Fig. 1: run 1, signal wires by layer
Only two layers are drawn.
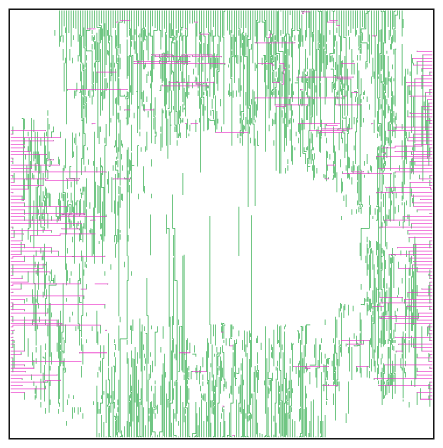
Fig. 2: run 1, congestion heat map
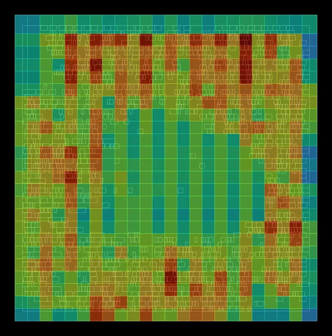
Fig. 3: run 1, the metal 1 layer
Scale bar: 50 um. Supply wires on this layer in grey. Cells faint in the background.
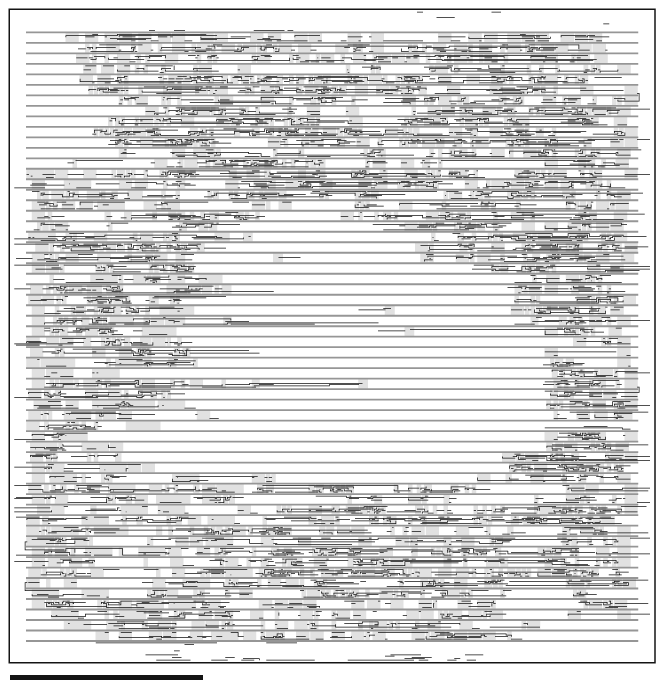
File: src/rtl/alu_share_arbiter.sv
// alu_share_arbiter
//   Shares one combinational ALU between NREQ requesters. A round-robin
//   arbiter picks at most one request per cycle, steers its operands to the
//   ALU, and registers the ALU result into a single-entry response slot
//   tagged with the requester index.
//
// Ports
//   clk, reset             rising-edge clock, synchronous active-high reset
//   req_valid/req_ready    per-requester handshake (req_ready one-hot or zero)
//   req_a/req_b/req_op     packed payloads, requester i at [i*W +: W]
//   alu_a/alu_b/alu_op     to the shared ALU (zero when nothing is granted)
//   alu_result/alu_flags   from the shared ALU, flags are {N,Z,C,V}
//   rsp_valid/rsp_ready    response slot handshake
//   rsp_id/rsp_result/rsp_flags  registered response contents
//
// State table
//   state  | meaning
//   S_IDLE | response slot empty
//   S_FULL | response slot holds a result (rsp_valid=1)
module alu_share_arbiter #(
  parameter int WIDTH = 32,
  parameter int NREQ  = 4,
  parameter int OPW   = 4,
  localparam int IDW  = $clog2(NREQ)
) (
  input  logic                  clk,
  input  logic                  reset,
  input  logic [NREQ-1:0]       req_valid,
  output logic [NREQ-1:0]       req_ready,
  input  logic [NREQ*WIDTH-1:0] req_a,
  input  logic [NREQ*WIDTH-1:0] req_b,
  input  logic [NREQ*OPW-1:0]   req_op,
  output logic [WIDTH-1:0]      alu_a,
  output logic [WIDTH-1:0]      alu_b,
  output logic [OPW-1:0]        alu_op,
  input  logic [WIDTH-1:0]      alu_result,
  input  logic [3:0]            alu_flags,
  output logic                  rsp_valid,
  input  logic                  rsp_ready,
  output logic [IDW-1:0]        rsp_id,
  output logic [WIDTH-1:0]      rsp_result,
  output logic [3:0]            rsp_flags
);

  typedef enum logic {S_IDLE, S_FULL} state_t;

  state_t         state_q, state_d;
  logic [IDW-1:0] rr_ptr;
  logic [IDW-1:0] win;
  logic [IDW-1:0] rr_next;
  logic [IDW:0]   scan_idx;
  logic [IDW:0]   ptr_inc;
  logic           found;
  logic           can_issue;
  logic           grant;

  assign can_issue = (state_q == S_IDLE) || rsp_ready;
  // Reset suppresses the grant so a request seen during reset is not consumed.
  assign grant     = can_issue && found && !reset;

  // Round-robin scan starting at rr_ptr; one extra bit holds the sum before wrap.
  always_comb begin
    found    = 1'b0;
    win      = '0;
    scan_idx = '0;
    for (int off = 0; off < NREQ; off++) begin
      scan_idx = {1'b0, rr_ptr} + (IDW+1)'(off);
      if (scan_idx >= (IDW+1)'(NREQ))
        scan_idx = scan_idx - (IDW+1)'(NREQ);
      if (!found && req_valid[scan_idx[IDW-1:0]]) begin
        found = 1'b1;
        win   = scan_idx[IDW-1:0];
      end
    end
  end

  always_comb begin
    ptr_inc = {1'b0, win} + (IDW+1)'(1);
    if (ptr_inc >= (IDW+1)'(NREQ))
      ptr_inc = '0;
    rr_next = ptr_inc[IDW-1:0];
  end

  always_comb begin
    req_ready = '0;
    alu_a     = '0;
    alu_b     = '0;
    alu_op    = '0;
    for (int i = 0; i < NREQ; i++) begin
      if (grant && (win == IDW'(i))) begin
        req_ready[i] = 1'b1;
        alu_a        = req_a[i*WIDTH +: WIDTH];
        alu_b        = req_b[i*WIDTH +: WIDTH];
        alu_op       = req_op[i*OPW +: OPW];
      end
    end
  end

  always_comb begin
    state_d = state_q;
    case (state_q)
      S_IDLE: if (grant) state_d = S_FULL;
      S_FULL: begin
        if (grant)          state_d = S_FULL;
        else if (rsp_ready) state_d = S_IDLE;
      end
      default: state_d = S_IDLE;
    endcase
  end

  always_ff @(posedge clk) begin
    if (reset) begin
      state_q    <= S_IDLE;
      rr_ptr     <= '0;
      rsp_id     <= '0;
      rsp_result <= '0;
      rsp_flags  <= '0;
    end else begin
      state_q <= state_d;
      if (grant) begin
        rr_ptr     <= rr_next;
        rsp_id     <= win;
        rsp_result <= alu_result;
        rsp_flags  <= alu_flags;
      end
    end
  end

  assign rsp_valid = (state_q == S_FULL);

endmodule
File: config.mk
export PLATFORM = sky130hd
export DESIGN_NAME = alu_share_arbiter
export DESIGN_NICKNAME = d
export VERILOG_FILES = /design/src/rtl/alu_share_arbiter.sv
export SDC_FILE = /design/constraint.sdc
export NUM_CORES = 1
export LEC_CHECK = 0
export ABC_AREA = 1
export CORE_AREA = 4 4 163 165
export CTS_CLUSTER_SIZE = 20
export DETAILED_ROUTE_END_ITERATION = 10
export DIE_AREA = 0 0 167 169
export GPL_ROUTABILITY_DRIVEN = 0
export SLEW_MARGIN = 20
export SYNTH_ARGS = -nofsm -noshare
export SYNTH_HDL_FRONTEND = slang
export SYNTH_SLANG_ARGS = --single-unit
File: constraint.sdc
create_clock -name clk -period 10.55 [get_ports clk]
set_clock_uncertainty 0.2 [all_clocks]
set_input_delay 2.11 -clock clk [delete_from_list [all_inputs] [get_ports clk]]
set_output_delay 2.11 -clock clk [all_outputs]
set_load 0.01 [all_outputs]
==> impl_metrics.csv, run 1 <==
group,metric,value,unit
power_and_ir_drop,ir_drop,281,uV
worst_setup_path,crit_type,"in -> out",
power_and_ir_drop,clock_power,0.156,mW
worst_setup_path,slowest_stage,"nand3_2",
run,warnings,33,
power_and_ir_drop,p_total,2.96,mW
clock_tree,cts-resized-gates,0,
logic_synthesis,synth_top_area_share,0.238,
logic_synthesis,top_cells_by_count,"374 x nand2_1, 206 x nand4_1, 197 x inv_1",
global_route,grt_use_total,0.195,
logic_synthesis,fa_ha_area_frac,0.00848,
clock_tree,cts.path.max_buffers,2,
layout,lay_top_cells,"425 x clkdlybuf4s50_1, 374 x nand2_1, 206 x nand4_1, 197 x inv_1, 110 x nand3_1",
worst_setup_path,critPathArrivalTime,5880,ps
worst_hold_path,hold_start,"rsp_result[3]",
logic_synthesis,synth_area,5900,um2
power_and_ir_drop,combinationalPowerShare,0.870,
logic_synthesis,yosysChipArea,5900,um2
layout,seq_cells,41,
worst_setup_path,endpoint,"alu_b[20]",
route,drc,0,
worst_setup_path,r2r_slack,7280,ps
worst_setup_path,worstReg2RegEnd,"rsp_id[1]",
logic_synthesis,synthTopCellsByArea,"nand2_1 24%, nand4_1 22%, dfxtp_1 14%",
status,outcome,"complete, no violations",
layout,nNonClkInverters,221,
logic_synthesis,ys_warn_count,0,
layout,final_util,0.411,
worst_setup_path,cp-start-kind,"primary input",
layout,comb_cells,784,
global_route,grt_pass1_wl,45200,um
layout,area_growth,74.6,%
layout,nets,1809,
floorplanning,die_y,169,um
global_route,grt_max_degree,109,
final_timing,setup_viol,0,
run,drv_cap,0,
logic_synthesis,synth.largest_area_cell,"nand2_1",
power_and_ir_drop,power.group.top,"combinational logic",
logic_synthesis,synthCells,1156,
layout,drive_gt1_frac,0.0295,
Notes on Fig. 1 above:
Key: magenta = M3 [wire length 2250 um]; green = M2 [wire length 14700 um]

Notes on Fig. 2 above:
GR Util met2: 0.340
GR Util met3: 0.0385
Routed WL per cell: 16.4 um

Notes on Fig. 3 above:
The layer holds 42% of the routed length. The longest straight run is 52.0 um.
Detailed Route WL: 30000 um
routed vias: 8502
global routing usage on met1: 0.251

## Run 2: what changed since run 1
Clock period 10.55 ns to 8.4 ns, I/O delays scaled along.
Fig. 4: run 2, sequential cells coloured by netlist name
Scale bar: 50 um. Other sequential cells in the stronger grey, the rest of the logic in the fainter grey.
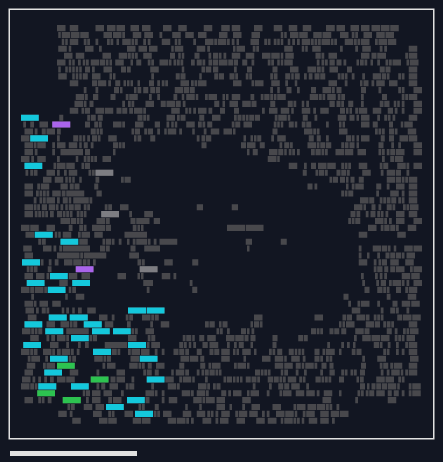
Key: purple = `rsp_id` [flops 2]; green = `rsp_flags` [flops 4, where lower left]; cyan = `rsp_result` [flops 32]
Another 3 sequential cells are not coloured.

Fig. 5: run 2, port wiring
Scale bar: 50 um.
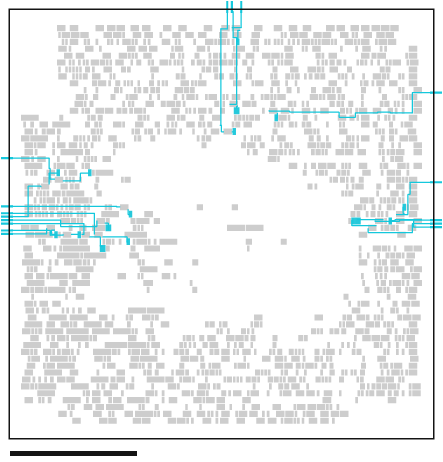
Key: cyan = `req_op` [bits 16, direction input, end cells 16, buffers 16, wire 622 um]

==> impl_metrics.csv, run 2 <==
group,metric,value,unit
layout,comb_cells,784,
logic_synthesis,top_cells_by_count,"374 x nand2_1, 206 x nand4_1, 197 x inv_1",
worst_setup_path,cp.buffers_inverters,6,
route,drt_wl_total,29800,um
global_route,use_met1,0.245,
route,routed-wl-met3,2240,um
clock_tree,cts.path.max_buffers,2,
layout,fin_area,10400,um2
global_route,grt_max_degree,209,
worst_hold_path,hp-class,"reg -> reg",
layout,seq_cells,41,
logic_synthesis,synth.largest_area_cell,"nand2_1",
run,drv_cap,0,
layout,drive_gt1_frac,0.0282,
layout,lay_top_cells,"425 x clkdlybuf4s50_1, 374 x nand2_1, 206 x nand4_1, 197 x inv_1, 110 x nand3_1",
layout,bufAreaShareNonClock,0.423,
worst_hold_path,hold_start,"rsp_result[23]",
final_timing,fin_setup_tns,0,ps
worst_setup_path,r2r-start,"rr_ptr[0]",
worst_setup_path,cpMostUsedCell,"nand2_1",
logic_synthesis,synth_cell_types,26,
power_and_ir_drop,clkPwrFrac,0.059,
logic_synthesis,synth_top_area_share,0.238,
worst_setup_path,r2r_slack,4660,ps
logic_synthesis,synthTopCellsByArea,"nand2_1 24%, nand4_1 22%, dfxtp_1 14%",
worst_setup_path,cp-start-kind,"primary input",
route,drc,0,
clock_tree,cts-resized-gates,0,
power_and_ir_drop,clock_power,0.222,mW
power_and_ir_drop,power.group.top,"combinational logic",
worst_hold_path,hold_end,"rsp_result[23]",
power_and_ir_drop,combinationalPowerShare,0.865,
worst_setup_path,critPathArrivalTime,5420,ps
final_timing,setup_viol,0,
power_and_ir_drop,p_leak,5.19,nW
worst_setup_path,slowest_stage,"inv_2",
logic_synthesis,ys_cells,1156,
layout,nNonClkInverters,221,
logic_synthesis,avgSynthCellArea,5.10,um2
logic_synthesis,syn-num-nets,1475,
logic_synthesis,ff_type,"dfxtp_1",
layout,seq_area_frac,0.0792,
route,wl_per_cell,16.3,um
logic_synthesis,synth_area,5900,um2
global_route,grt_pass1_wl,44900,um
final_timing,slew_headroom,0.315,
logic_synthesis,synthCells,1156,
route,via_count,8506,
power_and_ir_drop,p_total,3.79,mW
worst_setup_path,required,6520,ps
logic_synthesis,yosysChipArea,5900,um2
worst_setup_path,crit_chain,"clkdlybuf4s50_1 > inv_1 > nand2_1 > nand3_2 > nand2_1 > nor2_4 > nand2_1 > o211ai_1 > nand2_1 > inv_1 > ha_1 > nand3_4 > inv_2 > buf_4 > nand2_1 > nand2_1 > clkdlybuf4s50_1",
logic_synthesis,topCombFamilyByArea,"simple AND/OR/NAND/NOR gates",
layout,area_growth,75.7,%
route,top_layer,"met5",
final_timing,worst_pin_slew,1030,ps
logic_synthesis,fa_ha_area_frac,0.00848,
floorplanning,io-pin-count,426,
global_route,use_met2,0.329,
place,port_buffers,425,
global_route,use_met3,0.0495,
layout,final_util,0.414,
layout,nNonClkBuffers,436,
worst_setup_path,endpoint,"alu_b[27]",
status,outcome,"complete, no violations",
global_route,grt_use_total,0.195,
layout,nets,1808,
logic_synthesis,ys_warn_count,0,
worst_setup_path,reg2regPathDepth,10,
power_and_ir_drop,ir_drop,350,uV
worst_setup_path,crit_type,"in -> out",
run,warnings,33,
floorplanning,die_y,169,um
route,met2_length,14300,um
worst_setup_path,worstReg2RegEnd,"rsp_result[11]",
logic_synthesis,synthArstFlopShare,0,
Fig. 6: run 2, the metal 1 layer
Scale bar: 50 um. Supply wires on this layer in grey. Cells faint in the background.
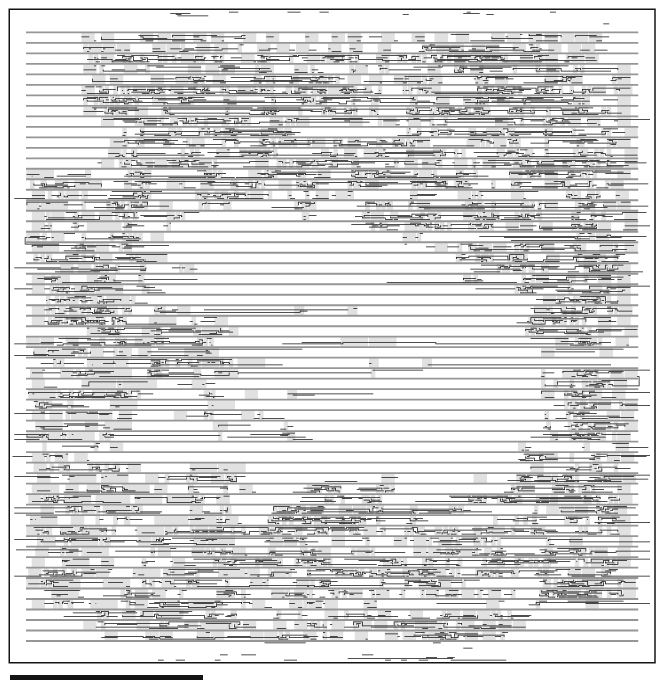
1596 nets have wire on it. The wires run mostly horizontal. The layer carries 12400 um of wire. The longest straight run is 61.2 um. The layer holds 42% of the routed length.

Power figures rest on the tool's default switching activity, not on a simulated workload.
